### Placed standard cells, run 1

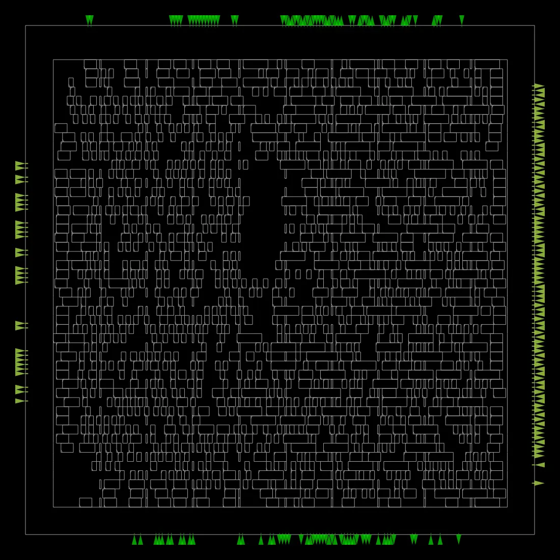
### Sizing map, run 1

Scale: 2 px per um.
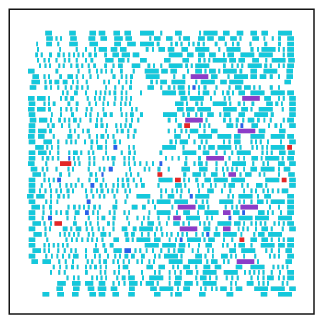
### Metal 1, run 1

Scale: 4 px per um. Supply wires on this layer in grey.
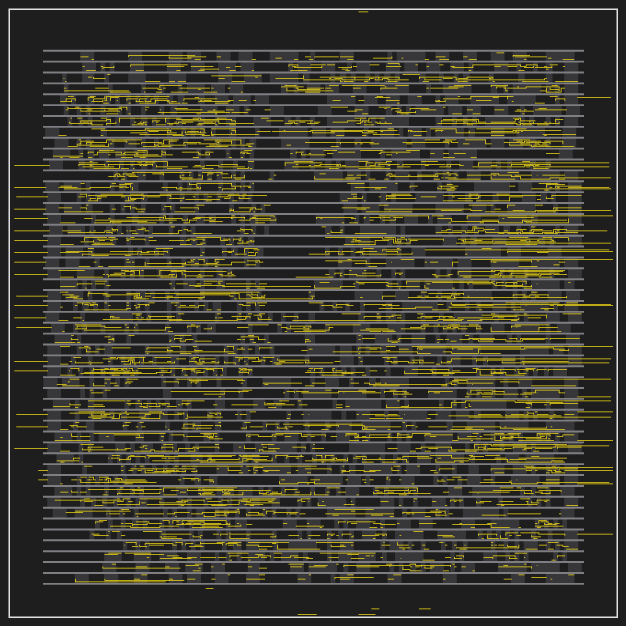
### Cell area per tile, run 1

Scale: 2 px per um. 15 x 15 tiles, from dark blue (low) to red (high), 0 to 100% covered.
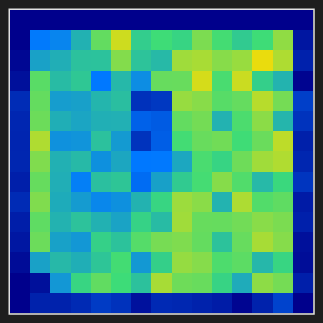
## config.mk

```make
export PLATFORM = sky130hd
export DESIGN_NAME = load_store_unit_flat
export DESIGN_NICKNAME = d
export VERILOG_FILES = /design/src/rtl/lsu_pkg.sv /design/src/rtl/memory_if.sv /design/src/rtl/lsu_addr_check.sv /design/src/rtl/load_store_unit.sv /design/src/flat_wrapper.sv
export SDC_FILE = /design/constraint.sdc
export NUM_CORES = 1
export LEC_CHECK = 0
export ABC_AREA = 1
export CAP_MARGIN = 20
export CELL_PAD_IN_SITES_DETAIL_PLACEMENT = 1
export CELL_PAD_IN_SITES_GLOBAL_PLACEMENT = 1
export CORE_MARGIN = 8
export CORE_UTILIZATION = 32
export DETAILED_ROUTE_END_ITERATION = 8
export GPL_TIMING_DRIVEN = 0
export HOLD_SLACK_MARGIN = 0.15
export PLACE_DENSITY_LB_ADDON = 0.1
export SLEW_MARGIN = 5
export SYNTH_ARGS = -nofsm -noshare
export SYNTH_HDL_FRONTEND = slang
export SYNTH_SLANG_ARGS = --single-unit
```

## constraint.sdc

```tcl
create_clock -name clk -period 6 [get_ports clk]
set_input_delay 1.2 -clock clk [delete_from_list [all_inputs] [get_ports clk]]
set_output_delay 1.2 -clock clk [all_outputs]
set_load 0.005 [all_outputs]
```

## src/rtl/lsu_pkg.sv

```systemverilog
// rtl/lsu_pkg.sv - shared types and constants for the load/store unit
package lsu_pkg;

  // Controller states: accept, drive memory, sample read data, hold response
  typedef enum logic [1:0] {
    ST_IDLE    = 2'b00,
    ST_ISSUE   = 2'b01,
    ST_CAPTURE = 2'b10,
    ST_RESP    = 2'b11
  } lsu_state_t;

  // Response fault codes as seen on resp_fault
  typedef enum logic [1:0] {
    FAULT_NONE     = 2'b00,
    FAULT_MISALIGN = 2'b01,
    FAULT_RANGE    = 2'b10
  } lsu_fault_t;

  // RV32I load funct3 encodings
  localparam logic [2:0] F3_LB  = 3'b000;
  localparam logic [2:0] F3_LH  = 3'b001;
  localparam logic [2:0] F3_LW  = 3'b010;
  localparam logic [2:0] F3_LBU = 3'b100;
  localparam logic [2:0] F3_LHU = 3'b101;

  // RV32I store funct3 encodings
  localparam logic [2:0] F3_SB  = 3'b000;
  localparam logic [2:0] F3_SH  = 3'b001;
  localparam logic [2:0] F3_SW  = 3'b010;

  // funct3 values with no RV32I meaning for the given direction
  function automatic logic funct3_illegal(input logic store, input logic [2:0] funct3);
    logic illegal;
    if (store) begin
      illegal = (funct3 > F3_SW);
    end else begin
      illegal = (funct3 != F3_LB) && (funct3 != F3_LH) && (funct3 != F3_LW) &&
                (funct3 != F3_LBU) && (funct3 != F3_LHU);
    end
    return illegal;
  endfunction

endpackage

```

## src/rtl/memory_if.sv

```systemverilog
// rtl/memory_if.sv - word-addressed data memory port with size/lane selects
interface memory_if #(
  parameter int DW = 32,
  parameter int AW = 9
);
  logic          wr;
  logic [AW-1:0] addr;
  logic [DW-1:0] wdata;
  logic [2:0]    readdatasel;
  logic [1:0]    writedatasel;
  logic [1:0]    writeEnable;
  logic [DW-1:0] rdata;

  // Requester side: drives the access, receives read data
  modport master (
    output wr, addr, wdata, readdatasel, writedatasel, writeEnable,
    input  rdata
  );

  // Memory side
  modport slave (
    input  wr, addr, wdata, readdatasel, writedatasel, writeEnable,
    output rdata
  );
endinterface

```

## src/rtl/lsu_addr_check.sv

```systemverilog
// rtl/lsu_addr_check.sv - effective address generation with alignment and range checks
module lsu_addr_check
  import lsu_pkg::*;
#(
  parameter int AW = 9
) (
  input  logic [31:0] base,
  input  logic [31:0] offset,
  input  logic [2:0]  funct3,
  input  logic        store,
  output logic [31:0] ea,
  output logic        misaligned,
  output logic        out_of_range
);

  // Wrapping add; illegal funct3 reports as misaligned so the top sees a single fault-01 source
  always_comb begin
    ea         = base + offset;
    misaligned = funct3_illegal(store, funct3);
    case (funct3[1:0])
      2'b01:   if (ea[0])          misaligned = 1'b1;
      2'b10:   if (ea[1:0] != 2'b00) misaligned = 1'b1;
      default: ;
    endcase
    out_of_range = |ea[31:AW+2];
  end

endmodule

```

## src/rtl/load_store_unit.sv

```systemverilog
// rtl/load_store_unit.sv - RV32I load/store unit issuing single-beat accesses to a data memory
module load_store_unit
  import lsu_pkg::*;
#(
  parameter int DW = 32,
  parameter int AW = 9
) (
  input  logic          clk,
  input  logic          rst,
  input  logic          req_valid,
  output logic          req_ready,
  input  logic          req_store,
  input  logic [2:0]    req_funct3,
  input  logic [31:0]   req_base,
  input  logic [31:0]   req_offset,
  input  logic [DW-1:0] req_wdata,
  output logic          resp_valid,
  input  logic          resp_ready,
  output logic [DW-1:0] resp_rdata,
  output logic [1:0]    resp_fault,
  memory_if.master      mem
);

  lsu_state_t  state;
  lsu_state_t  state_next;
  logic [31:0] ea;
  logic        misaligned;
  logic        out_of_range;
  logic [1:0]  req_fault;
  logic        accept;
  logic        lat_store;
  logic        unused_ea_hi;

  lsu_addr_check #(.AW(AW)) u_addr_check (
    .base         (req_base),
    .offset       (req_offset),
    .funct3       (req_funct3),
    .store        (req_store),
    .ea           (ea),
    .misaligned   (misaligned),
    .out_of_range (out_of_range)
  );

  // Upper address bits only feed the range check inside the checker
  assign unused_ea_hi = ^ea[31:AW+2];

  assign accept    = (state == ST_IDLE) && req_valid;
  assign req_fault = misaligned   ? FAULT_MISALIGN :
                     out_of_range ? FAULT_RANGE    : FAULT_NONE;

  // State register
  always_ff @(posedge clk) begin
    if (rst) begin
      state <= ST_IDLE;
    end else begin
      state <= state_next;
    end
  end

  // Next state and handshake outputs; the write strobe is gated by rst so a reset landing in ISSUE never writes
  always_comb begin
    state_next = state;
    req_ready  = 1'b0;
    resp_valid = 1'b0;
    mem.wr     = 1'b0;
    case (state)
      ST_IDLE: begin
        req_ready = 1'b1;
        if (req_valid) begin
          state_next = (req_fault != FAULT_NONE) ? ST_RESP : ST_ISSUE;
        end
      end
      ST_ISSUE: begin
        mem.wr     = lat_store & ~rst;
        state_next = lat_store ? ST_RESP : ST_CAPTURE;
      end
      ST_CAPTURE: begin
        state_next = ST_RESP;
      end
      ST_RESP: begin
        resp_valid = 1'b1;
        if (resp_ready) begin
          state_next = ST_IDLE;
        end
      end
      default: begin
        state_next = ST_IDLE;
      end
    endcase
  end

  // Latch the request; memory-side fields only move for accesses that will really be issued
  always_ff @(posedge clk) begin
    if (rst) begin
      lat_store        <= 1'b0;
      mem.addr         <= '0;
      mem.wdata        <= '0;
      mem.readdatasel  <= '0;
      mem.writedatasel <= '0;
      mem.writeEnable  <= '0;
    end else if (accept) begin
      lat_store <= req_store;
      if (req_fault == FAULT_NONE) begin
        mem.addr         <= ea[AW+1:2];
        mem.wdata        <= req_wdata;
        mem.readdatasel  <= req_funct3;
        mem.writedatasel <= req_funct3[1:0];
        mem.writeEnable  <= ea[1:0];
      end
    end
  end

  // Response payload: cleared on accept, read data sampled in CAPTURE, held through RESP
  always_ff @(posedge clk) begin
    if (rst) begin
      resp_rdata <= '0;
      resp_fault <= FAULT_NONE;
    end else if (accept) begin
      resp_rdata <= '0;
      resp_fault <= req_fault;
    end else if (state == ST_CAPTURE) begin
      resp_rdata <= mem.rdata;
    end
  end

endmodule

```

## src/flat_wrapper.sv

```systemverilog
// flat-port wrapper written by rule: the top's interface ports become plain ports
module load_store_unit_flat import lsu_pkg::*;
#(
  parameter int DW = 32,
  parameter int AW = 9
)
  (clk, rst, req_valid, req_ready, req_store, req_funct3, req_base, req_offset, req_wdata, resp_valid, resp_ready, resp_rdata, resp_fault, mem_wr, mem_addr, mem_wdata, mem_readdatasel, mem_writedatasel, mem_writeEnable, mem_rdata);
  memory_if #(.DW(DW), .AW(AW)) mem_i ();
  input  logic clk;
  input  logic rst;
  input  logic req_valid;
  output logic req_ready;
  input  logic req_store;
  input  logic [2:0] req_funct3;
  input  logic [31:0] req_base;
  input  logic [31:0] req_offset;
  input  logic [DW-1:0] req_wdata;
  output logic resp_valid;
  input  logic resp_ready;
  output logic [DW-1:0] resp_rdata;
  output logic [1:0] resp_fault;
  output wire logic [$bits(mem_i.wr)-1:0] mem_wr;
  output wire logic [$bits(mem_i.addr)-1:0] mem_addr;
  output wire logic [$bits(mem_i.wdata)-1:0] mem_wdata;
  output wire logic [$bits(mem_i.readdatasel)-1:0] mem_readdatasel;
  output wire logic [$bits(mem_i.writedatasel)-1:0] mem_writedatasel;
  output wire logic [$bits(mem_i.writeEnable)-1:0] mem_writeEnable;
  input wire logic [$bits(mem_i.rdata)-1:0] mem_rdata;
  assign mem_wr = mem_i.wr;
  assign mem_addr = mem_i.addr;
  assign mem_wdata = mem_i.wdata;
  assign mem_readdatasel = mem_i.readdatasel;
  assign mem_writedatasel = mem_i.writedatasel;
  assign mem_writeEnable = mem_i.writeEnable;
  assign mem_i.rdata = mem_rdata;
  load_store_unit #(.DW(DW), .AW(AW)) u_core (.clk(clk), .rst(rst), .req_valid(req_valid), .req_ready(req_ready), .req_store(req_store), .req_funct3(req_funct3), .req_base(req_base), .req_offset(req_offset), .req_wdata(req_wdata), .resp_valid(resp_valid), .resp_ready(resp_ready), .resp_rdata(resp_rdata), .resp_fault(resp_fault), .mem(mem_i));
endmodule
```

==> impl_metrics.csv, run 1 <==
group,metric,value,unit
worst_setup_path,slowest_stage,"clkdlybuf4s50_1",
power,switching_share,35.1,%
final_timing,finalHoldViolCount,0,
clock_network,cts_buffers,9,
synthesis,synth.top_cells.by_count,"nand2_1, inv_1, nor2_1, dfxtp_1, a21oi_1",
power,power,1.83,mW
finish,most-common-layout-cells,"nand2_1, clkdlybuf4s50_1, inv_1",
final_timing,setup-tns-final,0,ps
finish,fin_nets,1423,
power,pwr-share-clk,27.8,%
synthesis,ys.flop_type,"dfxtp_1",
final_timing,min_period,4080,ps
die,core_area,18000,um2
worst_setup_path,critical_path.top_delay_family,"simple AND/OR/NAND/NOR gates",
final_timing,rsz0062_at_grt,"no",
synthesis,xor_area_share,1.79,%
clock_network,ctsHoldBuffers,0,
power,power.switching,0.643,mW
outcome,status,"finished clean",
flow_run,drv_cap,0,
synthesis,yosysWarnings,0,
power,power.leakage,4.29,nW
placed_design,dp_hpwl,18000,um
finish,diodes,0,
finish,comb_area,3400,um2
worst_setup_path,crit_path_end,"u_core.mem.wdata[16]$_SDFFE_PP0P_",
global_route,overflow,0,
synthesis,ys_cells,1017,
route,viasPerCell,4.52,
synthesis,synth-seq-cells,83,
die,io_pins,221,
clock_network,cts_setup_buffers,0,
global_route,antenna_found_initial,0,
worst_setup_path,crit_arrival,4310,ps
synthesis,yosys-stat-area,5890,um2
finish,clockBufferCount,9,
placed_design,gp_congestion,0.828,
finish,final-seq-area,1660,um2
synthesis,top_cells_by_area,"dfxtp_1, nand2_1, inv_1",
synthesis,mux_share,0,%
finish,comb_share,39.3,%
placed_design,place_ws,1550,ps
power,internal_power,1.19,mW
global_route,grt_start_max_net_pins,15,
route,drtIter0Drc,203,
finish,logic_gate_count,726,
clock_network,cts_max_path_buffers,2,
final_timing,hold_slack,462,ps
flow_run,warnings,31,
synthesis,ys_sh_adder,8.42,%
placed_design,dpl_cell_area,8370,um2
synthesis,synthTopLogicFamily,"simple AND/OR/NAND/NOR gates",
worst_setup_path,r2r_end,"u_core.mem.addr[2]$_SDFFE_PP0P_",
final_timing,tightest_slew,497,ps
synthesis,synthSimpleGateAreaFrac,41.1,%
synthesis,yosysTopAreaCell,"dfxtp_1",
worst_setup_path,crit_cells,21,
route,detail-route-antenna-nets,0,
worst_setup_path,slowest_delay,460,ps
final_timing,fmax,0.245,GHz
finish,final_util,48.0,%
worst_setup_path,worst_setup_path_start_kind,"input pin",
synthesis,synth_cells,1017,
final_timing,fin_ws,1920,ps
min_path,hold-path-endpoint,"u_core.resp_rdata[6]$_SDFFE_PP0N_",
worst_setup_path,path_max_fanout,10,
min_path,whs_path_depth,2,
route,routed_wirelength,21200,um
finish,nFillCells,2442,
synthesis,synth_nets,1192,
worst_setup_path,end_kind,"flop",
route,detail_route.wl_per_cell,14.3,um
finish,lay_top_count,"nand2_1",
route,drc,0,
power,power-top-group,"combinational cells",
synthesis,synth.cell_area,5890,um2
die,nWellTaps,229,
power,power_frac_seq,34.4,%
finish,nNonClkBuffers,249,
worst_setup_path,worst-r2r-cell-count,8,
final_timing,setup_violations,0,
power,combinationalPowerShare,37.8,%
finish,syn_to_final_growth,46.9,%
clock_network,cts_tree,"yes",
synthesis,synth-edff-count,0,
route,dr.pass1.iters,4,
synthesis,synth_cell_type_count,32,
finish,dominant_cells,"multi-input combinational cells",
finish,buf_share,27.3,%
final_timing,finalCritPeriodShare,68.0,%
Notes on 'Placed standard cells' above:
Final Non-Filler Cells: 1,482
fraction of area in registers: 19.2%
Rows: 49
Seq cells: 83

Notes on 'Sizing map' above:
Cyan is x1 and smaller, cells 1,214, share 97%. Red is x3 and x4, cells 8, share 0.64%. Blue is x2, cells 18, share 1.4%. Purple is x6 and larger, cells 13, share 1.0%.

Notes on 'Metal 1' above:
The layer holds 43% of the routed length. The longest straight run is 50.1 um. The wires run mostly horizontal. 1,329 nets have wire on it. The layer carries 9,090 um of wire.

Notes on 'Cell area per tile' above:
The mean over all tiles is 36%. 9.8% of the tiles are nearly empty. The fullest tile reaches 72%.

==> run 1: registers in the layout (all words and copies together), names as in the netlist <==
name and count:
u_core.mem.addr 9, u_core.state 2, u_core.lat_store 1, u_core.resp_fault 2
u_core.mem.readdatasel 2, u_core.mem.writedatasel 1, u_core.mem.writeEnable 2, u_core.resp_rdata 32
u_core.mem.wdata 32
==> run 1: per-layer routing <==
metal  GRT usage [%]  vias up  share of wire [%]
li1                -     3505                  -
met1            21.0     3054                 43
met2            34.6      134                 51
met3            2.17       11                4.6
met4            4.12        0                1.0
met5               0        -                  0
### Nets reached from selected ports, run 1

Scale: 2 px per um.
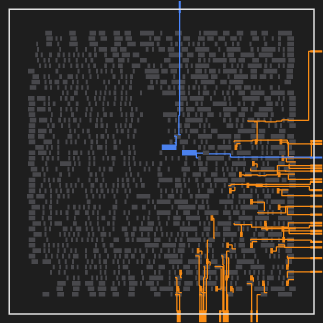

==> inputs of run 2 (changes only) <==
--- a/config.mk
+++ b/config.mk
@@ -10,7 +10,7 @@
 export CELL_PAD_IN_SITES_DETAIL_PLACEMENT = 1
 export CELL_PAD_IN_SITES_GLOBAL_PLACEMENT = 1
 export CORE_MARGIN = 8
-export CORE_UTILIZATION = 32
+export CORE_UTILIZATION = 27
 export DETAILED_ROUTE_END_ITERATION = 8
 export GPL_TIMING_DRIVEN = 0
 export HOLD_SLACK_MARGIN = 0.15
==> constraint.sdc (replaced) <==
create_clock -name clk -period 3.7 [get_ports clk]
set_input_delay 0.74 -clock clk [delete_from_list [all_inputs] [get_ports clk]]
set_output_delay 0.74 -clock clk [all_outputs]
set_load 0.005 [all_outputs]
### Nets reached from selected ports, run 2

Scale: 2 px per um.
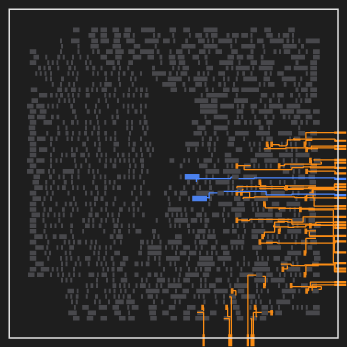
Orange is req_wdata, bits 32, direction input, edge 26 east, 6 south, end cells 32, buffers 32, wire 1,070 um. Blue is resp_fault, bits 2, direction output, edge east, end cells 2, buffers 2, wire 138 um.

==> run 2 against run 1 <==
Against the previous run:
- utilization fell by 7.3 points
- non-clock buffer count rose by 1
- clock power rose by 86%
- register-to-register slack got worse by 2300 ps
- die size rose by 16%
- via count fell by 0.52%
- worst hold slack improved by 1.4 ps
- combinational power rose by 63%
- setup slack got worse by 1600 ps
- first-iteration DRC count rose by 25%
- synthesized area did not move
- critical endpoint is now u_core.mem.wdata[8]$_SDFFE_PP0P_
==> impl_metrics.csv, run 2 <==
group,metric,value,unit
final_timing,rsz0062_at_grt,"no",
route,detail_route.wl_per_cell,14.1,um
worst_setup_path,worst-r2r-cell-count,8,
placed_design,dpl_cell_area,8440,um2
synthesis,ys.flop_type,"dfxtp_1",
die,io_pins,221,
synthesis,yosysTopAreaCell,"dfxtp_1",
global_route,grtUsageMet2,28.8,%
finish,final_util,40.7,%
synthesis,synth-seq-cells,83,
synthesis,synth-edff-count,0,
finish,top_regs,"u_core.mem.wdata (32), u_core.resp_rdata (32), u_core.mem.addr (9)",
finish,final_cells,1534,
synthesis,synth_cell_type_count,32,
synthesis,yosys-stat-area,5890,um2
route,dr_wl_met2,10500,um
worst_setup_path,slowest_stage,"clkdlybuf4s50_1",
power,internal_power,2.03,mW
final_timing,fmax,0.293,GHz
finish,fin_nets,1424,
finish,syn_to_final_growth,49.4,%
finish,nFillCells,2888,
finish,diodes,0,
route,dr.pass1.iters,4,
worst_setup_path,r2r_end,"u_core.mem.addr[2]$_SDFFE_PP0P_",
route,wl_met1,9990,um
final_timing,setup_violations,0,
flow_run,drv_cap,0,
final_timing,min_period,3420,ps
final_timing,finalCritPeriodShare,92.3,%
clock_network,cts.sinks,83,
worst_setup_path,worst_setup_path_start_kind,"input pin",
worst_setup_path,path_max_fanout,10,
route,drtIter0Drc,254,
final_timing,setup-tns-final,0,ps
min_path,hold-path-endpoint,"u_core.resp_rdata[25]$_SDFFE_PP0N_",
route,highest_layer,"met4",
power,power-top-group,"combinational cells",
synthesis,synth.cell_area,5890,um2
route,detail-route-antenna-nets,0,
synthesis,top_cells_by_area,"dfxtp_1, nand2_1, inv_1",
synthesis,synth_cells,1017,
global_route,grt_start_max_net_pins,16,
worst_setup_path,critical_path.top_delay_family,"simple AND/OR/NAND/NOR gates",
flow_run,warnings,31,
power,power.switching,1.07,mW
synthesis,synth_nets,1192,
power,power_frac_seq,32.9,%
min_path,whs_path_depth,2,
placed_design,dp_hpwl,18500,um
placed_design,place_ws,-339,ps
clock_network,cts_tree,"yes",
final_timing,tightest_slew,514,ps
synthesis,yosysWarnings,0,
placed_design,gp_congestion,0.799,
worst_setup_path,slowest_delay,460,ps
power,power.leakage,4.33,nW
worst_setup_path,crit_path_end,"u_core.mem.wdata[8]$_SDFFE_PP0P_",
worst_setup_path,crit_cells,21,
min_path,hold_start,"u_core.resp_rdata[25]$_SDFFE_PP0N_",
global_route,grt.met1_usage,20.3,%
clock_network,ctsHoldBuffers,0,
die,core_area,21600,um2
route,drc,0,
clock_network,clk_pin_slew,70,ps
clock_network,cts_max_path_buffers,2,
outcome,status,"finished clean",
route,viasPerCell,4.35,
global_route,busiest_layer,"met2",
power,powerDensity,352,nW/um2
global_route,overflow,0,
synthesis,ys_cells,1017,
synthesis,synth.top_cells.by_count,"nand2_1, inv_1, nor2_1, dfxtp_1, a21oi_1",
worst_setup_path,end_kind,"flop",
final_timing,slew_headroom,65.7,%
final_timing,finalHoldViolCount,0,
finish,lay_top_count,"nand2_1",
power,power,3.10,mW
final_timing,fin_ws,285,ps
power,pwr-share-clk,30.5,%
route,route.met3.wl,931,um
die,rows,54,
### Sizing map, run 2

Scale: 2 px per um.
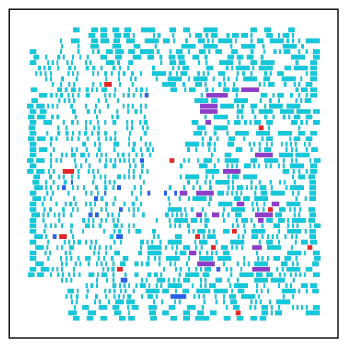
Red is x3 and x4, cells 12, share 0.96%. Blue is x2, cells 18, share 1.4%. Purple is x6 and larger, cells 19, share 1.5%. Cyan is x1 and smaller, cells 1,205, share 96%.

==> run 2: cell counts after synthesis <==
Identical to the previous run, type by type.
==> run 2: timing repair <==
action                     4_1_cts  5_1_grt
resized                          0       17
hold endpoints to repair         0        0
setup endpoints to repair        0       47
buffers inserted                 0        1
==> run 2: logic make-up after synthesis <==
logic type      after synthesis  share of synthesized area (%)
compound gates               73                           6.44
xor+xnor                     12                           1.79
fa+ha+maj                    39                           8.42
buf+inv                     208                           14.1
flops                        83                           28.2
simple gates                602                           41.1
==> run 2: layout make-up <==
class	instances	area (um2)	share of cell area, %
Timing Repair Buffer	221	2210	25.1
Tap cell	280	350	3.98
Buffer	29	169	1.92
Multi-Input combinational cell	726	3420	38.9
Sequential cell	83	1660	18.9
Inverter	179	672	7.64
Clock inverter	6	71.3	0.811
Clock buffer	10	239	2.72
### Placed standard cells, run 2

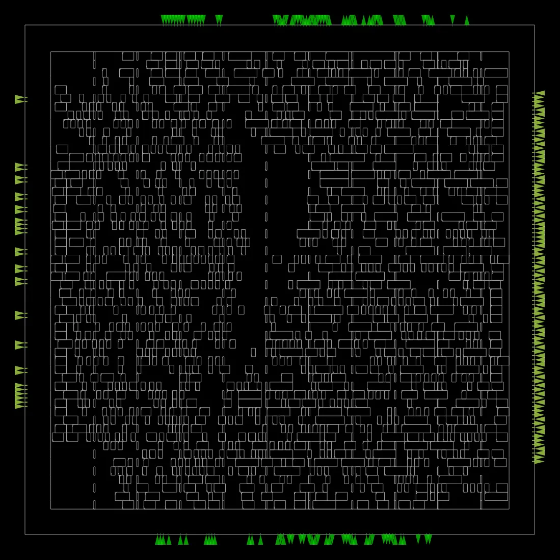

==> inputs of run 3 (changes only) <==
--- a/config.mk
+++ b/config.mk
@@ -15,6 +15,7 @@
 export GPL_TIMING_DRIVEN = 0
 export HOLD_SLACK_MARGIN = 0.15
 export PLACE_DENSITY_LB_ADDON = 0.1
+export SETUP_SLACK_MARGIN = 0.5
 export SLEW_MARGIN = 5
 export SYNTH_ARGS = -nofsm -noshare
 export SYNTH_HDL_FRONTEND = slang
### Placed standard cells, run 3

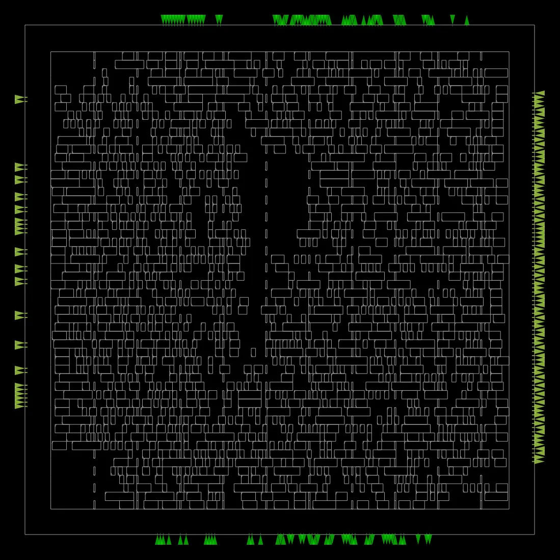
Final Util: 46.8%
Rows: 54
Tap Count: 280

### Cell area per tile, run 3

Scale: 2 px per um. 16 x 16 tiles, from dark blue (low) to red (high), 0 to 100% covered.
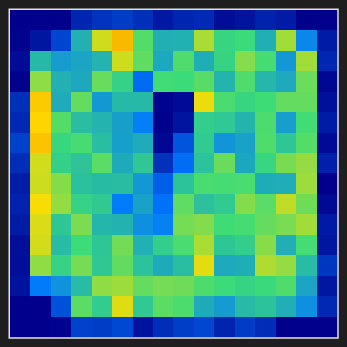
1.6% of the tiles are over 75% full. The mean over all tiles is 37%. The fullest tile reaches 79%. 8.2% of the tiles are nearly empty.

==> run 3 against run 2 <==
Against the previous run:
- sequential power hardly changed
- fmax is 12% higher
- setup slack improved by 350 ps
- highest routed layer unchanged
- critical endpoint is now u_core.mem.wdata[14]$_SDFFE_PP0P_
==> impl_metrics.csv, run 3 <==
group,metric,value,unit
placed_design,place_ws,-339,ps
clock_network,ctsHoldBuffers,0,
clock_network,clk_pin_slew,60,ps
finish,clockBufferCount,10,
route,viasPerCell,4.41,
worst_setup_path,crit_cells,17,
min_path,hold_start,"u_core.resp_rdata[25]$_SDFFE_PP0N_",
clock_network,cts.sinks,83,
finish,comb_share,42.1,%
synthesis,yosysTopAreaCell,"dfxtp_1",
outcome,status,"finished clean",
route,detail-route-antenna-nets,0,
worst_setup_path,critical_path.top_delay_family,"simple AND/OR/NAND/NOR gates",
finish,n_all_inverters,179,
synthesis,synth-seq-cells,83,
final_timing,finalCritPeriodShare,82.7,%
global_route,antenna_found_initial,0,
finish,most-common-layout-cells,"nand2_1, clkdlybuf4s50_1, inv_1",
worst_setup_path,slowest_stage,"clkdlybuf4s50_1",
power,power,3.30,mW
route,route.met3.wl,1030,um
final_timing,slew_headroom,63.4,%
synthesis,synth_cell_type_count,32,
worst_setup_path,worst-r2r-cell-count,8,
finish,final-seq-area,1660,um2
final_timing,setup-tns-final,0,ps
synthesis,yosysWarnings,0,
clock_network,cts_setup_buffers,14,
worst_setup_path,path_max_fanout,7,
global_route,overflow,0,
route,drc,0,
route,detail_route.wl_per_cell,14.9,um
finish,final_cells,1570,
synthesis,synth.top_cells.by_count,"nand2_1, inv_1, nor2_1, dfxtp_1, a21oi_1",
power,combinationalPowerShare,40.5,%
die,io_pins,221,
placed_design,dpl_cell_area,8440,um2
route,drtIter0Drc,227,
clock_network,cts-resized-gates,100,
finish,dominant_cells,"multi-input combinational cells",
final_timing,hold_slack,463,ps
finish,finalInstanceArea,10100,um2
finish,nFillCells,2765,
die,core_area,21600,um2
flow_run,warnings,32,
synthesis,synth-edff-count,0,
clock_network,cts_buffers,9,
synthesis,yosys-stat-area,5890,um2
final_timing,finalHoldViolCount,0,
worst_setup_path,crit_path_end,"u_core.mem.wdata[14]$_SDFFE_PP0P_",
finish,top_regs,"u_core.mem.wdata (32), u_core.resp_rdata (32), u_core.mem.addr (9)",
global_route,met3_usage,2.47,%
final_timing,fmax,0.327,GHz
finish,nNonClkBuffers,286,
power,switching_share,35.3,%
final_timing,setup_violations,0,
placed_design,dp_hpwl,18500,um
route,wl_met1,10300,um
final_timing,min_period,3060,ps
global_route,grt_start_max_net_pins,16,
synthesis,synth.cell_area,5890,um2
finish,buf_share,28.3,%
route,highest_layer,"met4",
flow_run,drv_cap,0,
synthesis,ys_cells,1017,
worst_setup_path,end_kind,"flop",
finish,lay_top_count,"nand2_1",
power,pwr-share-clk,28.6,%
finish,flops,83,
finish,syn_to_final_growth,71.8,%
global_route,busiest_layer,"met2",
synthesis,top_cells_by_area,"dfxtp_1, nand2_1, inv_1",
min_path,whs_path_depth,2,
route,dr_wl_met2,11600,um
synthesis,synth_nets,1192,
finish,clock_cell_area_share,3.07,%
global_route,grtUsageMet2,30.0,%
route,routed_wirelength,23300,um
finish,diodes,0,
clock_network,cts_max_path_buffers,2,
synthesis,ys.flop_type,"dfxtp_1",
finish,seq_share,16.4,%
worst_setup_path,r2r_end,"u_core.mem.addr[2]$_SDFFE_PP0P_",
worst_setup_path,crit_arrival,3330,ps
route,dr.pass1.iters,4,
global_route,grt.met1_usage,20.3,%
power,power.switching,1.17,mW
finish,fin_nets,1460,
power,internal_power,2.14,mW
worst_setup_path,worst_setup_path_start_kind,"input pin",
min_path,hold-path-endpoint,"u_core.resp_rdata[25]$_SDFFE_PP0N_",
power,power.leakage,5.05,nW
final_timing,fin_ws,639,ps
[run 3: cell count changes in the layout (fill, tap and decap cells not counted), moves of 12 or more]
cell             before  now
nor2_1              133  117
ha_4                  0   28
clkdlybuf4s50_1     220  175
buf_4                 4   32
nor2_4                2   14
dlymetal6s2s_1        0   43
nand2_4               0   14
a21oi_1              58   43
nand2_2               2   48
nand2_1             393  333
ha_1                 38    9
a21oi_2               0   12
[run 3: cells by family (layout without fill, tap and decap cells)]
kind of cell / count (synthesis) / count (layout) / synth area share [%]
and+or+nand+nor: 602 / 602 / 41.1
buffers and inverters: 208 / 481 / 14.1
DFF: 83 / 83 / 28.2
AOI/OAI and AO/OA: 73 / 73 / 6.44
adders and majority gates: 39 / 39 / 8.42
xor gates and xnor gates: 12 / 12 / 1.79
Power figures rest on the tool's default switching activity, not on a simulated workload.
